===== config.mk =====
export PLATFORM = sky130hd
export DESIGN_NAME = rap_err_corrector
export DESIGN_NICKNAME = d
export VERILOG_FILES = /design/src/rtl/rap_pkg.sv /design/src/rtl/rap_apx_sum.sv /design/src/rtl/rap_err_corrector.sv
export SDC_FILE = /design/constraint.sdc
export NUM_CORES = 1
export LEC_CHECK = 0
export CORE_MARGIN = 8
export CORE_UTILIZATION = 53
export DETAILED_ROUTE_END_ITERATION = 16
export GPL_ROUTABILITY_DRIVEN = 0
export PLACE_DENSITY = 0.89
export SYNTH_ARGS = -nofsm -noshare
export SYNTH_HDL_FRONTEND = slang
export SYNTH_HIERARCHICAL = 1
export SYNTH_SLANG_ARGS = --single-unit

===== constraint.sdc =====
create_clock -name clk -period 5.3 [get_ports clk]
set_clock_uncertainty 0.2 [all_clocks]
set_input_delay 1.06 -clock clk [delete_from_list [all_inputs] [get_ports clk]]
set_output_delay 1.06 -clock clk [all_outputs]
set_load 0.02 [all_outputs]

===== src/rtl/rap_pkg.sv =====
// Shared definitions for the rap windowed approximate adder family:
// corrector FSM states and the default operand width / carry window.
package rap_pkg;

  typedef enum logic [1:0] {
    IDLE = 2'd0,
    EVAL = 2'd1,
    FIX  = 2'd2,
    OUT  = 2'd3
  } state_t;

  localparam int RAP_W = 8;
  localparam int RAP_K = 4;

endpackage


===== src/rtl/rap_apx_sum.sv =====
// Combinational windowed approximate adder: the carry into each bit is rippled
// only across the K+1 positions ending at that bit, starting from a zero carry.
module rap_apx_sum #(
  parameter int W = 8,
  parameter int K = 4
) (
  input  logic [W-1:0] a,
  input  logic [W-1:0] b,
  output logic [W:0]   sum
);

  logic [W-1:0] p;
  logic [W-1:0] g;
  logic [W-1:0] ac;

  assign p = a ^ b;
  assign g = a & b;

  for (genvar i = 0; i < W; i++) begin : g_win
    localparam int LO = (i > K) ? (i - K) : 0;
    localparam int N  = i - LO + 1;
    logic [N:0] c;
    assign c[0] = 1'b0;
    for (genvar k = 0; k < N; k++) begin : g_rip
      assign c[k+1] = g[LO+k] | (p[LO+k] & c[k]);
    end
    assign ac[i] = c[N];
  end

  assign sum = {ac[W-1], p[W-1:1] ^ ac[W-2:0], p[0]};

endmodule


===== src/rtl/rap_err_corrector.sv =====
// Evaluates the windowed approximate sum of one operand pair, flags truncated
// carry chains, optionally spends one extra cycle to return the exact sum.
module rap_err_corrector
  import rap_pkg::*;
#(
  parameter int W  = RAP_W,
  parameter int K  = RAP_K,
  parameter int CW = 16
) (
  input  logic          clk,
  input  logic          rst_n,
  input  logic          in_valid,
  output logic          in_ready,
  input  logic [W-1:0]  a,
  input  logic [W-1:0]  b,
  input  logic          corr_en,
  output logic          out_valid,
  input  logic          out_ready,
  output logic [W:0]    sum,
  output logic          err,
  output logic          corrected,
  input  logic          clr_cnt,
  output logic [CW-1:0] op_cnt,
  output logic [CW-1:0] err_cnt
);

  function automatic logic [CW-1:0] sat_inc(input logic [CW-1:0] v);
    return (&v) ? v : v + 1'b1;
  endfunction

  state_t        state;
  state_t        state_nxt;
  logic [W-1:0]  a_p0;
  logic [W-1:0]  b_p0;
  logic          corr_p0;
  logic [W:0]    sum_apx;
  logic [W:0]    sum_ex;
  logic          mismatch;
  logic          done;

  // operand capture: IDLE handshake
  always_ff @(posedge clk) begin
    if (state == IDLE && in_valid) begin
      a_p0    <= a;
      b_p0    <= b;
      corr_p0 <= corr_en;
    end
  end

  rap_apx_sum #(.W(W), .K(K)) u_apx (
    .a   (a_p0),
    .b   (b_p0),
    .sum (sum_apx)
  );

  assign sum_ex   = {1'b0, a_p0} + {1'b0, b_p0};
  assign mismatch = (sum_apx != sum_ex);

  assign in_ready  = (state == IDLE);
  assign out_valid = (state == OUT);
  assign done      = (state == OUT) && out_ready;

  always_comb begin
    state_nxt = state;
    case (state)
      IDLE:    if (in_valid) state_nxt = EVAL;
      EVAL:    state_nxt = (mismatch && corr_p0) ? FIX : OUT;
      FIX:     state_nxt = OUT;
      OUT:     if (out_ready) state_nxt = IDLE;
      default: state_nxt = IDLE;
    endcase
  end

  always_ff @(posedge clk or negedge rst_n) begin
    if (!rst_n) state <= IDLE;
    else        state <= state_nxt;
  end

  // result stage: EVAL loads the approximate sum, FIX overwrites it with the exact one
  always_ff @(posedge clk or negedge rst_n) begin
    if (!rst_n) begin
      sum       <= '0;
      err       <= 1'b0;
      corrected <= 1'b0;
    end else if (state == EVAL) begin
      err       <= mismatch;
      corrected <= 1'b0;
      if (!(mismatch && corr_p0)) sum <= sum_apx;
    end else if (state == FIX) begin
      sum       <= sum_ex;
      corrected <= 1'b1;
    end
  end

  always_ff @(posedge clk or negedge rst_n) begin
    if (!rst_n) begin
      op_cnt  <= '0;
      err_cnt <= '0;
    end else if (clr_cnt) begin
      op_cnt  <= '0;
      err_cnt <= '0;
    end else if (done) begin
      op_cnt <= sat_inc(op_cnt);
      if (err) err_cnt <= sat_inc(err_cnt);
    end
  end

endmodule


Fig. 1: routed clock nets over the placement
Bar = 20 um.
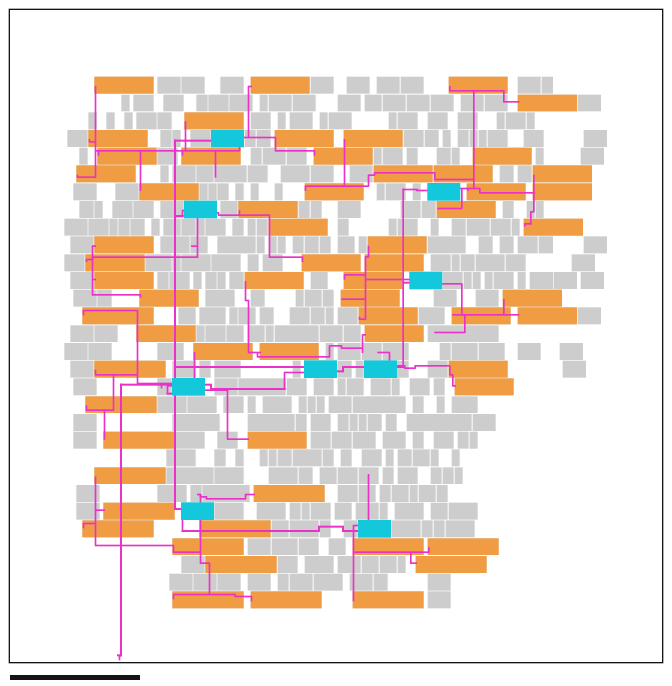
Cyan shows clock drivers, count 9. Orange shows flip-flops, count 62. Magenta shows clock wires, length 789 um.
There are 10 routed clock nets.

==> ds_physical_params.txt <==
Implementation parameters

Parameter                              Value

GRT
  Number of antenna violations at the first check in global routing    0
  Vias in the first global route    between 3000 and 4000
  Met3 Resource Use GR    under 10%

Final timing
  Sum of negative setup slack    0 ns
  RSZ-0062 raised after global routing    false

Floorplan
  Floorplan core density    roughly 55%
  X dimension of the die    around 100 um
  I/O pin count    about 67

Final layout
  Share of layout cells above drive strength 1    a little under a tenth
  Fraction of the core area covered by cells at the end of the flow    around 69%
  Commonest non-fill, non-tap cells in the layout    65 x sky130_fd_sc_hd__clkdlybuf4s50_1, 45 x sky130_fd_sc_hd__dfrtp_1, 43 x sky130_fd_sc_hd__nor2_1
  Area delta synth->final    25.40%
  Most instantiated logic cell after routing    sky130_fd_sc_hd__clkdlybuf4s50_1

Yosys
  Async set or reset register ratio after synthesis    a little over 70%
  Post-Syn Area per Cell    10.58 um^2
  Unique cell type count in the Yosys netlist    between 60 and 70
  Most frequently used flop master after synthesis    sky130_fd_sc_hd__dfrtp_1
  Count of library flops with an enable pin    17
  Net count after synthesis    roughly 400

Worst setup path
  Arrival time at the worst endpoint    4.35 ns
  CP required    5.33 ns
  Crit-path max FO    8

Pwr
  Static leakage    approximately 1.9 nW

Detailed routing
  Drt wl/cell    around 17 um
  DR pass1 iterations    4
  Initial DRC Count    slightly below 200

Run status
  Outcome    finished, final reports clean

Clock network
  TritonCTS clock tree    built
  Buffers from clock root to sink, at most    2
  Hold-fix buffers, CTS    0
  Clock sink count    just over 60

Job
  OpenROAD warning count    30

Min path
  Min-Delay Path Class    reg -> reg
Fig. 2: placed cells, one colour a class
Fill, decap, tap and diode cells in grey.
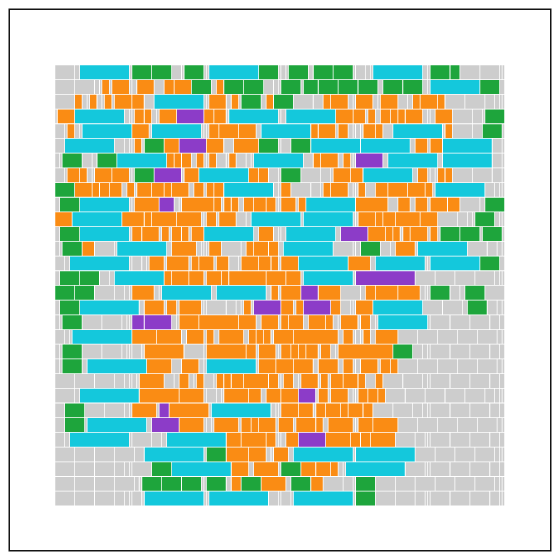
Orange shows combinational and other logic, cells 281. Purple shows clock drivers and dummy loads, cells 16. Green shows other buffers and delay cells, cells 67. Cyan shows flops, cells 62.

state kept, by name, indices dropped and copies added (netlist names):
register	flops
b_p0	8
corr_p0	1
a_p0	8
err_cnt	16
corrected	1
state	2
err	1
op_cnt	16
sum	9
logic make-up after synthesis:
group	share of synthesized area [%]
muxes	4.055
adders and majority gates	10.05
AOI/OAI and AO/OA	13.20
DFF	43.83
and+or+nand+nor	16.52
buffers and inverters	2.346
xor gates and xnor gates	9.986
critical path, cell delays in order, from the launching register on:
cell	delay (ns)
sky130_fd_sc_hd__edfxtp_1	0.41
sky130_fd_sc_hd__ha_1	0.23
sky130_fd_sc_hd__fa_1	0.40
sky130_fd_sc_hd__fa_1	0.42
sky130_fd_sc_hd__fa_1	0.37
sky130_fd_sc_hd__inv_1	0.08
sky130_fd_sc_hd__fa_1	0.41
sky130_fd_sc_hd__inv_1	0.15
sky130_fd_sc_hd__or4b_1	0.46
sky130_fd_sc_hd__a32oi_1	0.26
sky130_fd_sc_hd__nand3_2	0.16
sky130_fd_sc_hd__o21bai_4	0.27
sky130_fd_sc_hd__mux2_2	0.37
layer usage:
layer  vias to the layer above  share of wire [%]  wire length, um
met1                      1437                 43             3740
met2                       112                 49             4218
met4                         0                2.3              199
met5                         -                  0                0
met3                        18                5.5              479
li1                       1409                  -                -
synth_stat cells (all sizes together) (9+ instances only):
library cell	instances	area share (%)
edfxtp	17	14
nor2	43	4.3
and3	11	1.9
xnor2	17	4.0
dfrtp	45	30
mux2	9	2.7
nand3	17	2.4
nand2	21	2.1
o21ai	13	1.7
a21oi	11	1.5
inv	13	1.3
ha	22	7.4
xor2	23	5.4
path summary, 6_finish.rpt:
path / cells past startpoint / slack (ns) / start / end
worst max-delay path: 12 / 0.98 / a_p0[0]$_DFFE_PP_ / sum[8]$_DFFE_PN0P_
worst min register to register: 1 / 0.32 / err$_DFFE_PN0P_ / err$_DFFE_PN0P_
worst max register to register: 12 / 0.98 / a_p0[0]$_DFFE_PP_ / sum[8]$_DFFE_PN0P_
min in group asynchronous: 1 / 0.67 / rst_n / err_cnt[10]$_DFFE_PN0P_
max in group asynchronous: 1 / 3.62 / rst_n / sum[1]$_DFFE_PN0P_
worst min-delay path: 1 / 0.32 / err$_DFFE_PN0P_ / err$_DFFE_PN0P_
report_power, final:
group	switching, mW	total, mW	internal (mW)
clock network	0.198	0.431	0.232
logic	0.495	0.911	0.416
registers	0.0605	0.635	0.575
total	0.753	1.98	1.22
through the flow:
stage,cells,power [mW],worst slack (ns)
CTS,522,1.977,1.000
finish,522,1.977,0.9792
global route,522,2.095,0.8387
global placement,506,1.494,1.215
detailed placement,506,1.539,1.042
floorplan,353,1.267,1.351
final cells by class:
cell class | count | area [um^2]
multi-input cells | 268 | 2009
inverters | 13 | 48.80
flip-flops and latches | 62 | 1637
clock inverters | 6 | 66.31
repair buffers | 67 | 663.1
fillers | 489 | 2112
well taps | 96 | 120.1
clock buffers | 10 | 137.6
Power is estimated from default activity; no workload was simulated.
